==> config.mk <==
export PLATFORM = sky130hd
export DESIGN_NAME = ldm_stm_sequencer
export DESIGN_NICKNAME = d
export VERILOG_FILES = /design/src/rtl/ldm_stm_sequencer.sv
export SDC_FILE = /design/constraint.sdc
export NUM_CORES = 1
export LEC_CHECK = 0
export ABC_AREA = 1
export CORE_ASPECT_RATIO = 2
export CORE_MARGIN = 2
export CORE_UTILIZATION = 39
export CTS_CLUSTER_SIZE = 25
export DETAILED_ROUTE_END_ITERATION = 8
export MAX_ROUTING_LAYER = met4
export SLEW_MARGIN = 20
export SYNTH_ARGS = -nofsm -noshare
export SYNTH_HDL_FRONTEND = slang
export SYNTH_SLANG_ARGS = --single-unit
==> constraint.sdc <==
create_clock -name Clk -period 8.3 [get_ports Clk]
set_input_delay 0.83 -clock Clk [delete_from_list [all_inputs] [get_ports Clk]]
set_output_delay 0.83 -clock Clk [all_outputs]
set_load 0.005 [all_outputs]
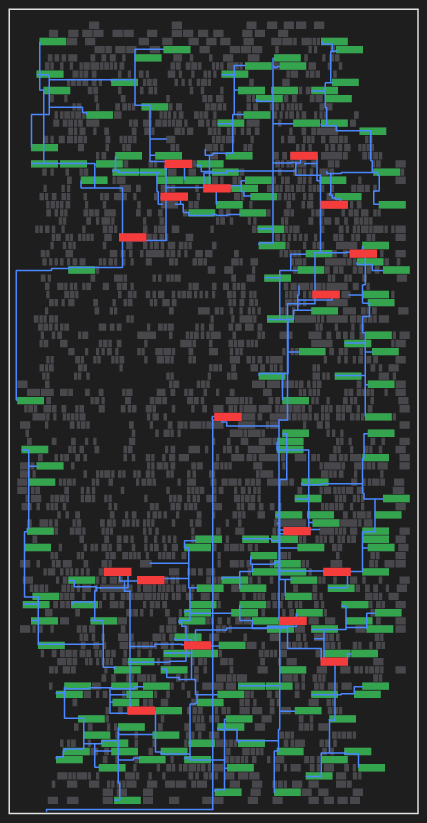
**Above:** run 1 (clock network drawn from the DEF).
(3 px per um)
Key: clock wires = blue [length 2820 um]; flip-flops = green [count 179]; clock drivers = red [count 17]
Position of the flops: all over the die. There are 18 routed clock nets.
clk pwr: 880 uW
clock share of power: 48.4%
clk_skew: 0.0152 ns
clk ins delay skew pair: 0.47 ns

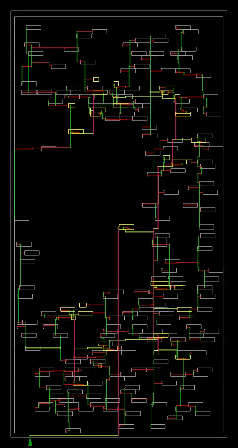
**Above:** run 1 (clock nets).
Num Clock Sinks: 179
Num CTS Buffers: 17
FFs & Latches: 179
CLK BUF: 19

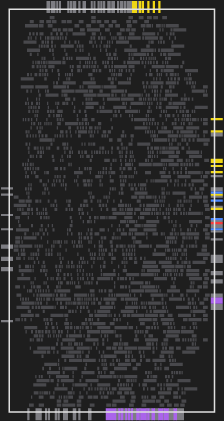
**Above:** run 1 (pin map).
(1.5 px per um) Pins as bars across the die edge, other pins in grey.
Key: `REGLIST` = yellow [pins 16, direction input, edge 8 right, 8 top]; `MEM_RW` = red [pins 1, direction output, edge right]; `BASE_SEL` = blue [pins 4, direction input, edge right]; `MEM_RDATA` = purple [pins 32, direction input, edge 29 bottom, 3 right]
All pins by edge: 73 bottom, 41 right, 40 top, 11 left.
die width: 136 um
chip height: 268 um
I/O Buffers: 164

==> qor.txt, run 1 <==
Post-Route WL = 53.3 mm
DR vias/cell = 5.57
Post-synth regs = 179
Worst Reg-to-Reg Cells = 25
Overflow after GRT = 0
Placed Instances = 2582
share of layout cells above drive strength 1 = 5.34%
HP Class = input pin to asynchronous set/reset pin
Largest stage delay, worst path = 0.57 ns
met2 wire len = 29.1 mm
top layer in use = met4
critical path's most frequent cell = fa_1
number of global-route vias before repair = 14601
final setup vio count = 0
Crit Path Max Fanout = 6
Commonest Layout Cell = nand2_1
final period utilization = 76.2%
fin cells = 2615
drt drc = 0
post-CTS setup buffers = 0
GPL Wtd Cong = 0.945
Post-Syn Area per Cell = 6.58 um^2
Log Warnings = 35
Tot Pwr = 1.82 mW
cell taking the most area after synthesis = dfrtp_1
Floorplan Nets = 2185
via count = 14561
post-cts repair resize count = 0
# IOs = 165
cells after synthesis = 2059
yosys warns = 0
cells in synth_stat.txt = 2059
Yosys top cell area share = 33.1%
CP Capture Type = flop
CTS tree = yes
worst slew pin tran = 1.05 ns
post-DP HPWL = 41.4 mm
P_leak = 7.43 nW
area grow syn2layout = 18.9%
Peak VDD IR = 0.141 mV
root buffer cell = clkbuf_16
fin. max-slew vios = 0
Initial Util = 39.6%
yosys stat area = 13500 um^2
Slowest cell on crit path = fa_1
register area = 4480 um^2
logic area = 7890 um^2
RSZ-0062 raised after global routing = false
status = finished clean
minimum clock period = 6.33 ns
Crit Path Class = flop to flop
GRT Total Usage = 30.7%
Power Density = 113 nW/um^2
Core ar. = 34200 um^2
Req. time, crit path = 8.65 ns
CTS max path bufs = 2
Final Cell Area = 16100 um^2
number of fill cells in the layout = 3637
metal3 WL = 1.63 mm
maximum number of pins on one net before global-route repair = 72
drt first pass iters = 6
WL met1 = 17.9 mm
Hold WS = 0.325 ns
reg-to-reg slack, setup = 1.97 ns
global-route wire length before repair = 81.4 mm
Chip Area = 36300 um^2
nets = 2286
run 1: metal layers:
layer	vias to the layer above	GRT usage [%]
met5	-	-
met4	0	23.3
met3	208	2.93
met2	482	56.8
met1	6856	28.6
li1	7015	-
run 1: layout make-up:
class	instances	area share, %
diodes	1	0.0155
clock buffers	19	2.81
clock inverters	13	1.04
inverters	213	4.97
multi-input cells	1569	49.0
flip-flops and latches	179	27.8
well taps	441	3.43
repair buffers	180	10.9
run 1: cells in the mapped netlist (all sizes together):
cell type,n
a211oi,2
a21boi,1
a21oi,177
a221o,1
a221oi,1
a22oi,7
a2bb2oi,1
a311oi,1
a31oi,15
a41oi,1
and2,4
buf,23
clkbuf,75
clkinv,3
dfrtp,179
fa,12
ha,22
inv,210
mux2,4
nand2,538
nand3,174
nand4,33
nor2,246
nor3,23
nor3b,2
nor4,10
o211ai,36
o21a,10
o21ai,200
o21bai,5
o221ai,5
o22ai,2
o311ai,1
o31ai,3
o32ai,1
or2,3
or4,1
xnor2,1
xor2,26
run 1: cell families after synthesis:
family | count (synthesis) | share of synthesized area (%)
compound gates | 470 | 19.5
flops | 179 | 33.1
xor+xnor | 27 | 1.75
mux | 4 | 0.333
simple gates | 1034 | 32.6
fa+ha+maj | 34 | 3.81
buf+inv | 311 | 8.94
run 1: report_power, final:
part | switching (mW) | internal [mW] | total, mW
Clock | 0.407 | 0.472 | 0.880
Combinational | 0.0267 | 0.0397 | 0.0663
Sequential | 0 | 0.871 | 0.871
run 1: worst max-delay path: cells and delay by family, from the launching register on:
kind	cells	cell delay, ns
buf+inv	4	0.42
fa+ha+maj	7	3.27
compound gates	1	0.09
simple gates	12	1.60
flops	1	0.39
xor+xnor	1	0.43
run 1: stage by stage:
step / utilization (%) / setup slack (ns)
floorplan: - / 2.85
global placement: 45.2 / 2.14
detailed placement: 45.2 / 2.03
CTS: 47.0 / 2.03
global route: 47.0 / 1.67
finish: 47.0 / 1.97
==> run 2: changes to the inputs <==
==> constraint.sdc (replaced) <==
create_clock -name Clk -period 5.8 [get_ports Clk]
set_input_delay 0.58 -clock Clk [delete_from_list [all_inputs] [get_ports Clk]]
set_output_delay 0.58 -clock Clk [all_outputs]
set_load 0.005 [all_outputs]
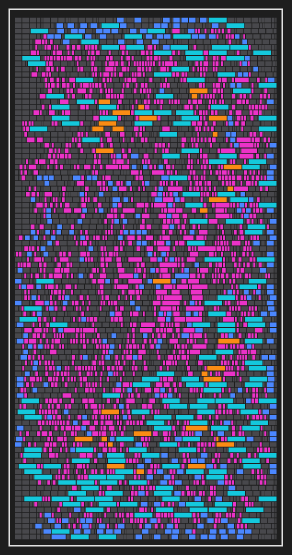
**Above:** run 2 (placement by cell class).
(2 px per um) Fill, decap, tap and diode cells in grey.
Key: combinational and other logic = magenta [cells 1783]; clock drivers and dummy loads = orange [cells 32]; other buffers and delay cells = blue [cells 336]; flops = cyan [cells 179]
Final Cell Area: 18100 um^2
Core ar.: 34200 um^2
Seq area share: 24.8%
Util after Layout: 52.8%
Rows: 96

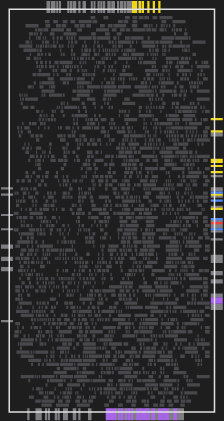
**Above:** run 2 (pin map).
(1.5 px per um) Pins as bars across the die edge, other pins in grey.
Key: `MEM_RDATA` = purple [pins 32, direction input, edge 29 bottom, 3 right]; `MEM_RW` = red [pins 1, direction output, edge right]; `REGLIST` = yellow [pins 16, direction input, edge 8 right, 8 top]; `BASE_SEL` = blue [pins 4, direction input, edge right]

==> qor.txt, run 2 <==
Crit Path Max Fanout = 6
failing checks = negative setup slack
Overflow after GRT = 0
die width = 136 um
fin. max-slew vios = 0
global-route wire length before repair = 84.9 mm
Req. time, crit path = 6.19 ns
Chip Area = 36300 um^2
P_leak = 8.28 nW
most common cell in the netlist = nand2_1
Commonest Layout Cell = nand2_1
Yosys top cell area share = 33.1%
reg-to-reg slack, setup = -0.01 ns
Worst Reg-to-Reg Cells = 29
status = finished with violations
# IOs = 165
final period utilization = 100%
Log Warnings = 39
RSZ-0062 raised after global routing = true
via count = 15190
clk_skew = 0.0232 ns
I/O Buffers = 164
DR vias/cell = 5.48
final setup vio count = 1
area grow syn2layout = 33.3%
share of layout cells above drive strength 1 = 17.5%
cells after synthesis = 2059
HP Class = input pin to asynchronous set/reset pin
Num Clock Sinks = 179
final setup margin = -0.0144 ns
GRT Total Usage = 32.2%
nets = 2443
Tot Pwr = 2.60 mW
Slowest cell on crit path = fa_1
maximum number of pins on one net before global-route repair = 117
Num CTS Buffers = 17
share of synthesized registers carrying an async set or reset = 100%
Crit Path Class = flop to flop
Post-synth regs = 179
==> run 2: cell count changes in the layout (fill, tap and decap cells not counted), sizes merged <==
| cell | delta |
|---|---|
| clkbuf | -1 |
| buf | +156 |
| inv | -1 |
| nand2 | +1 |
| clkinv | +2 |
==> run 2: repair_timing <==
item,4_1_cts,5_1_grt
pin swaps,29,34
resized,69,129
setup buffers,11,8
setup endpoints to repair,30,39
gates cloned,1,0
==> run 2: cell type report <==
type	instances	area [um^2]	area share, %
Antenna cell	1	2.50	0.0139
Tap cell	441	552	3.06
Timing Repair Buffer	336	2990	16.5
Clock buffer	18	429	2.38
Inverter	213	805	4.45
Multi-Input combinational cell	1570	8620	47.7
Sequential cell	179	4480	24.8
Clock inverter	14	190	1.05
==> run 2: per-stage QoR <==
step | hold slack [ns] | TNS [ns] | area, um^2
final | 0.0817 | -0.0144 | 18100
after global routing | 0.141 | -2.50 | 18100
after CTS | 0.128 | -0.00314 | 17500
after detailed placement | 0.467 | -3.12 | 16500
after global placement | 0.467 | -2.62 | 16500
after floorplan | 0.284 | 0 | 13500
==> run 2: report_power, final <==
group	switching, mW	leakage, nW	internal, mW	total [mW]
sequential	0	2.10	1.25	1.25
clock	0.600	0.294	0.657	1.26
combinational	0.0386	5.88	0.0573	0.0958
==> run 2: logic make-up (layout without fill, tap and decap cells) <==
logic type	Yosys count	in the layout	share of synthesized area, %
buf+inv	311	581	8.94
xor+xnor	27	27	1.75
simple gates	1034	1035	32.6
mux	4	4	0.333
flops	179	179	33.1
fa+ha+maj	34	34	3.81
other cells	0	1	0
compound gates	470	470	19.5
==> run 2: metal layers <==
metal  routed length, um  share of wire, %  up-vias  global-route usage (%)
met5                   0                 0        -                       -
li1                    -                 -     7339                       -
met4                4690               8.2        0                    23.0
met3                1610               2.8      190                    2.74
met2               32000                56      462                    60.9
met1               19100                33     7199                    29.7
==> run 2: worst max-delay path: cells and delay by family (launching register included) <==
family                   cells  cell delay [ns]
adder cells (fa/ha/maj)      7             2.78
XOR/XNOR                     1             0.24
AND/OR/NAND/NOR             11             1.18
AND-OR/OR-AND                4             0.55
buffers and inverters        6             0.60
flip-flops                   1             0.37
Power is estimated from default activity; no workload was simulated.
